## src/rtl/seq_divider_if.sv

```systemverilog
// Request/result handshake bundle for the iterative divider.
// slave = divider side, master = requester/consumer side.
interface seq_divider_if #(
  parameter int WIDTH = 8
);
  logic             in_valid;
  logic             in_ready;
  logic             in_signed;
  logic [WIDTH-1:0] dividend;
  logic [WIDTH-1:0] divisor;
  logic             out_valid;
  logic             out_ready;
  logic [WIDTH-1:0] quotient;
  logic [WIDTH-1:0] remainder;
  logic             div_by_zero;

  modport slave (
    input  in_valid,
    input  in_signed,
    input  dividend,
    input  divisor,
    input  out_ready,
    output in_ready,
    output out_valid,
    output quotient,
    output remainder,
    output div_by_zero
  );

  modport master (
    output in_valid,
    output in_signed,
    output dividend,
    output divisor,
    output out_ready,
    input  in_ready,
    input  out_valid,
    input  quotient,
    input  remainder,
    input  div_by_zero
  );
endinterface

```

## src/rtl/seq_divider.sv

```systemverilog
// Iterative restoring divider, one quotient bit per clock.
// Signed mode divides magnitudes and fixes signs on exit.
module seq_divider #(
  parameter int WIDTH = 8
) (
  input  logic        clk,
  input  logic        rst_n,
  seq_divider_if.slave bus
);
  localparam int CW = $clog2(WIDTH + 1);
  localparam logic [CW-1:0] LAST = CW'(WIDTH - 1);
  localparam logic [WIDTH-1:0] MIN =
    {1'b1, {(WIDTH-1){1'b0}}};

  typedef enum logic [1:0] {
    IDLE,
    CALC,
    DONE
  } state_e;

  state_e state_q, state_d;

  logic [WIDTH-1:0] num_q, num_d;
  logic [WIDTH-1:0] rem_q, rem_d;
  logic [WIDTH-1:0] dvs_q, dvs_d;
  logic [WIDTH-1:0] quo_q, quo_d;
  logic [WIDTH-1:0] res_q, res_d;
  logic [CW-1:0]    cnt_q, cnt_d;
  logic             qneg_q, qneg_d;
  logic             rneg_q, rneg_d;
  logic             dbz_q, dbz_d;

  logic [WIDTH:0]   sh;
  logic [WIDTH-1:0] diff;
  logic             ge;
  logic [WIDTH-1:0] num_nx, rem_nx;
  logic             neg_a, neg_b, ovf;
  logic [WIDTH-1:0] mag_a, mag_b;

  always_comb begin
    neg_a = bus.in_signed & bus.dividend[WIDTH-1];
    neg_b = bus.in_signed & bus.divisor[WIDTH-1];
    mag_a = neg_a ? -bus.dividend : bus.dividend;
    mag_b = neg_b ? -bus.divisor : bus.divisor;
    ovf   = bus.in_signed
          && (bus.dividend == MIN)
          && (bus.divisor == '1);
    // Partial remainder is W+1 bits wide after the shift-in.
    sh     = {rem_q, num_q[WIDTH-1]};
    ge     = sh >= {1'b0, dvs_q};
    diff   = sh[WIDTH-1:0] - dvs_q;
    rem_nx = ge ? diff : sh[WIDTH-1:0];
    num_nx = {num_q[WIDTH-2:0], ge};
  end

  always_comb begin
    state_d = state_q;
    num_d   = num_q;
    rem_d   = rem_q;
    dvs_d   = dvs_q;
    quo_d   = quo_q;
    res_d   = res_q;
    cnt_d   = cnt_q;
    qneg_d  = qneg_q;
    rneg_d  = rneg_q;
    dbz_d   = dbz_q;
    unique case (state_q)
      IDLE: begin
        if (bus.in_valid) begin
          num_d  = mag_a;
          dvs_d  = mag_b;
          rem_d  = '0;
          cnt_d  = '0;
          qneg_d = neg_a ^ neg_b;
          rneg_d = neg_a;
          if (bus.divisor == '0) begin
            quo_d   = '1;
            res_d   = bus.dividend;
            dbz_d   = 1'b1;
            state_d = DONE;
          end else if (ovf) begin
            quo_d   = MIN;
            res_d   = '0;
            dbz_d   = 1'b0;
            state_d = DONE;
          end else begin
            state_d = CALC;
          end
        end
      end
      CALC: begin
        num_d = num_nx;
        rem_d = rem_nx;
        cnt_d = cnt_q + 1'b1;
        if (cnt_q == LAST) begin
          quo_d   = qneg_q ? -num_nx : num_nx;
          res_d   = rneg_q ? -rem_nx : rem_nx;
          dbz_d   = 1'b0;
          state_d = DONE;
        end
      end
      DONE: begin
        if (bus.out_ready) state_d = IDLE;
      end
      default: state_d = IDLE;
    endcase
  end

  always_ff @(posedge clk or negedge rst_n) begin
    if (!rst_n) begin
      state_q <= IDLE;
      num_q   <= '0;
      rem_q   <= '0;
      dvs_q   <= '0;
      quo_q   <= '0;
      res_q   <= '0;
      cnt_q   <= '0;
      qneg_q  <= 1'b0;
      rneg_q  <= 1'b0;
      dbz_q   <= 1'b0;
    end else begin
      state_q <= state_d;
      num_q   <= num_d;
      rem_q   <= rem_d;
      dvs_q   <= dvs_d;
      quo_q   <= quo_d;
      res_q   <= res_d;
      cnt_q   <= cnt_d;
      qneg_q  <= qneg_d;
      rneg_q  <= rneg_d;
      dbz_q   <= dbz_d;
    end
  end

  assign bus.in_ready    = (state_q == IDLE);
  assign bus.out_valid   = (state_q == DONE);
  assign bus.quotient    = quo_q;
  assign bus.remainder   = res_q;
  assign bus.div_by_zero = dbz_q;
endmodule
```

## src/flat_wrapper.sv

```systemverilog
// flat-port wrapper written by rule: the top's interface ports become plain ports
module seq_divider_flat 
#(
  parameter int WIDTH = 8
)
  (clk, rst_n, bus_in_valid, bus_in_signed, bus_dividend, bus_divisor, bus_out_ready, bus_in_ready, bus_out_valid, bus_quotient, bus_remainder, bus_div_by_zero);
  seq_divider_if #(.WIDTH(WIDTH)) bus_i ();
  input  logic clk;
  input  logic rst_n;
  input wire logic [$bits(bus_i.in_valid)-1:0] bus_in_valid;
  input wire logic [$bits(bus_i.in_signed)-1:0] bus_in_signed;
  input wire logic [$bits(bus_i.dividend)-1:0] bus_dividend;
  input wire logic [$bits(bus_i.divisor)-1:0] bus_divisor;
  input wire logic [$bits(bus_i.out_ready)-1:0] bus_out_ready;
  output wire logic [$bits(bus_i.in_ready)-1:0] bus_in_ready;
  output wire logic [$bits(bus_i.out_valid)-1:0] bus_out_valid;
  output wire logic [$bits(bus_i.quotient)-1:0] bus_quotient;
  output wire logic [$bits(bus_i.remainder)-1:0] bus_remainder;
  output wire logic [$bits(bus_i.div_by_zero)-1:0] bus_div_by_zero;
  assign bus_i.in_valid = bus_in_valid;
  assign bus_i.in_signed = bus_in_signed;
  assign bus_i.dividend = bus_dividend;
  assign bus_i.divisor = bus_divisor;
  assign bus_i.out_ready = bus_out_ready;
  assign bus_in_ready = bus_i.in_ready;
  assign bus_out_valid = bus_i.out_valid;
  assign bus_quotient = bus_i.quotient;
  assign bus_remainder = bus_i.remainder;
  assign bus_div_by_zero = bus_i.div_by_zero;
  seq_divider #(.WIDTH(WIDTH)) u_core (.clk(clk), .rst_n(rst_n), .bus(bus_i));
endmodule
```

## config.mk

```make
export PLATFORM = sky130hd
export DESIGN_NAME = seq_divider_flat
export DESIGN_NICKNAME = d
export VERILOG_FILES = /design/src/rtl/seq_divider_if.sv /design/src/rtl/seq_divider.sv /design/src/flat_wrapper.sv
export SDC_FILE = /design/constraint.sdc
export NUM_CORES = 1
export LEC_CHECK = 0
export CAP_MARGIN = 20
export CORE_UTILIZATION = 51
export CTS_CLUSTER_DIAMETER = 30
export DETAILED_ROUTE_END_ITERATION = 8
export PLACE_DENSITY = 0.82
export SYNTH_ARGS = -nofsm -noshare
export SYNTH_HDL_FRONTEND = slang
export SYNTH_SLANG_ARGS = --single-unit
```

## constraint.sdc

```tcl
create_clock -name clk -period 2.7 [get_ports clk]
set_input_delay 0.405 -clock clk [delete_from_list [all_inputs] [get_ports clk]]
set_output_delay 0.405 -clock clk [all_outputs]
set_load 0.02 [all_outputs]
```

Figure 1. Layout detail.
Region (28, 12) to (53, 37) µm. Cells in grey, sequential cells in the stronger grey; small squares are vias.
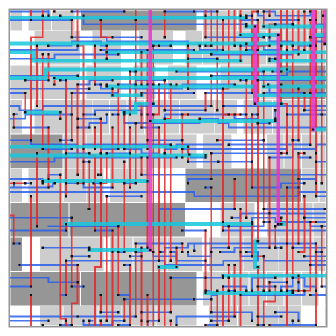
- red: M2
- magenta: M4
- cyan: M3
- blue: M1
- most frequent: nor2_1 (7), a22oi_1 (7), nand2_1 (7)
- netlist names of flops here include: `u_core.num_q` (2)
- cells with their middle in the window: 72
- sequential cells in the window: 6

==> flow_metrics.tcl <==
# collected from the flow reports
set metrics [dict create \
    outcome "finished with violations" \
    violations "setup timing" \
    powerClk_mw 0.447 \
    cts_setup_buffers 0 \
    p_int_mw 3.21 \
    cts_tree "built" \
    syn_nets 405 \
    die_y_um 81.1 \
    critPathTopFamily "AND-OR/OR-AND gates" \
    edf_count 0 \
    dpl.cell_count 507 \
    ff_latch_area_um2 1230 \
    die_area_um2 6580 \
    ys_area_um2 3190 \
    drtIter0Drc 348 \
    tns_ps -38.6 \
    crit_start "u_core.dvs_q[5]" \
    cts_buffers 5 \
    synth.most_common_cell "dfrtp_1" \
    slew_headroom_pct 65.9 \
    dpl_worst_slack_ps -49.6 \
    yosys-top-cells-area "dfrtp_1 (38%), ha_1 (5.5%), o21ai_0 (5.0%), xnor2_1 (4.9%), nand2_1 (4.1%)" \
    instances_no_fill 519 \
    ys_warn_count 0 \
    drv_slew 0 \
    dr_total_vias 3110 \
    dominant-cell-class "logic gates" \
    final.setup.worst_slack_ps -38.6 \
    grt_max_degree 30 \
    grt-busiest-layer "met2" \
    p_sw_share_pct 47.2 \
    cp.arrival_ps 2990 \
    fillCellCount 441 \
    syn_avg_cell_area_um2 8.65 \
    required_ps 2950 \
    sh_seq_area_pct 29.6 \
    wl_met2_um 4180 \
    use_met3_pct 5.06 \
    peakVddDrop_mv 0.756 \
    top_layer "met4" \
    cp_num_cells 11 \
    final_nets 479 \
    crit_chain "inv_1 -> ha_1 -> and4_4 -> a2111oi_4 -> o31ai_4 -> inv_4 -> mux2i_2 -> ha_2 -> o211ai_1 -> a211o_1 -> nand3_1" \
    cp-start-kind "register" \
    end_kind "register" \
    rows 28 \
    power_leakage_nw 1.82 \
    holdCritPathClass "in -> async" \
    signal_buffers 84 \
    place_area_um2 3920 \
    drt-met1-wl_um 3590 \
    hold_ws_ps 15.7 \
    dp.final_hpwl_um 6440 \
    io_pins 40 \
    met3_length_um 760 \
    gr-total-overflow 0 \
    layout-drive-gt1-share_pct 17.3 \
    synthTopCellsByCount "dfrtp_1 (49), nand2_1 (35), nor2_1 (34), o21ai_0 (32), inv_1 (19)" \
    ctsHoldBuffers 0 \
    core_um2 5990 \
    crit_end "u_core.bus.remainder[6]" \
    powerComb_mw 4.28 \
    cts.sinks 49 \
    ys_seq_share_pct 38.4 \
    switching_power_mw 2.87 \
    clock_path_buffers 2 \
    crit_type "reg -> reg" \
    mux_share_pct 3.14 \
    yosysTopAreaCell "dfrtp_1" \
    nMultiInputCombCells 283 \
    die_w_um 81.1 \
    inv_count 20 \
    clock_latency_ps 310 \
    seqPwrFrac_pct 22.2 \
    lay_top_cells "dfrtp_1 (49), buf_4 (45), clkdlybuf4s50_1 (38), nand2_1 (35), nor2_1 (33)" \
    power.total_mw 6.08 \
    worst_pin_slew_ps 507 \
    clkbuf_count 6 \
    clkCellAreaFrac_pct 2.08 \
    antenna_found_initial 0 \
    power.group.top "combinational logic" \
    areaGrowthSynthToFinish_pct 29.9 \
    lay_top_count "dfrtp_1" \
    worst_clock_skew_ps 10.7 \
    place_congestion 0.913 \
    numPortBuffers 39 \
    bufAreaShareNonClock_pct 17.4 \
    syn-cell-area_um2 3190 \
    setup_violations 1 \
    ctsResizeCount 2 \
    routed_wl_um 8740 \
    viasPerCell 5.99 \
    ys_sh_simple_pct 19.3 \
    layout_min_cycle_time_ps 2740 \
    top_cell_area_share_pct 38.4 \
    drc_errors 0 \
    rr_startpoint "u_core.dvs_q[5]" \
    htreeDepth 2 \
    grt_pass1_wl_um 13600 \
    timing.fmax_ghz 0.365 \
    xor_share_pct 7.13 \
    r2r_cells 11 \
    synthTopLogicFamily "AND-OR/OR-AND gates" \
    detail-route-antenna-nets 0 \
    finalHoldViolations 0 \
    combGateArea_um2 1940 \
    use_met1_pct 35.8 \
    antenna_cells 0 \
    fp-utilization_pct 53.3 \
    globalRouteMet2Util_pct 44.8 \
    stdcell_area_um2 4150 \
    worstReg2RegEnd "u_core.bus.remainder[6]" \
    period_used_pct 101 \
    ys_async_sr_fraction_pct 100 \
    ys_sh_aoi_pct 21.4 \
    rsz0062_at_grt "yes" \
    ys.flops 49 \
    pwr-share-comb_pct 70.4 \
    slowest_stage "a2111oi_4" \
    r2r_slack_ps -40 \
    design.seq.count 49 \
    drtPass1Iterations 5 \
    ff_type "dfrtp_1" \
    critical_path.max_stage_delay_ps 420 \
    path_buffers 2 \
    powerDensity_nw_per_um2 1470 \
    warnings 28 \
    critPathMaxFanout 4 \
    n_tap_cell 75 \
    maxCapViolCount 0 \
    synth_cells 369 \
    grt_pass1_vias 2934 \
    clkPwrFrac_pct 7.4 \
    synthDistinctLibCells 49 \
    comb_area_share_pct 46.8 \
    seq_cell_power_mw 1.35 \
    cts_root_buf "clkbuf_8" \
    clk_pin_slew_ps 90 \
]
Figure 2. Congestion heat map.
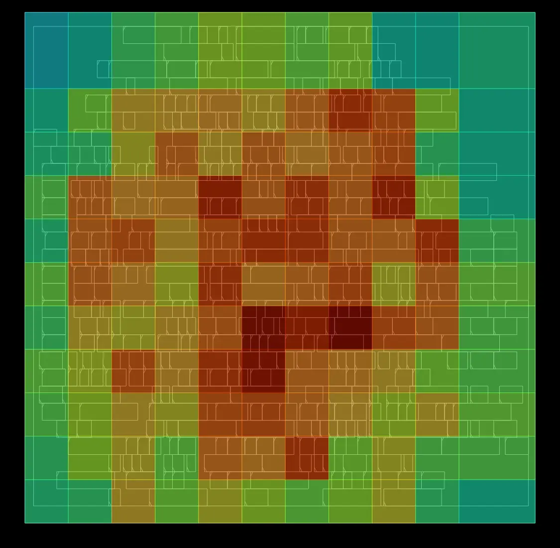
DR WL/cell: 16.8 µm
Total GRT Usage: 27.6%
fin util: 69.2%

No activity file was given, so power comes from the tool's default toggle rates.
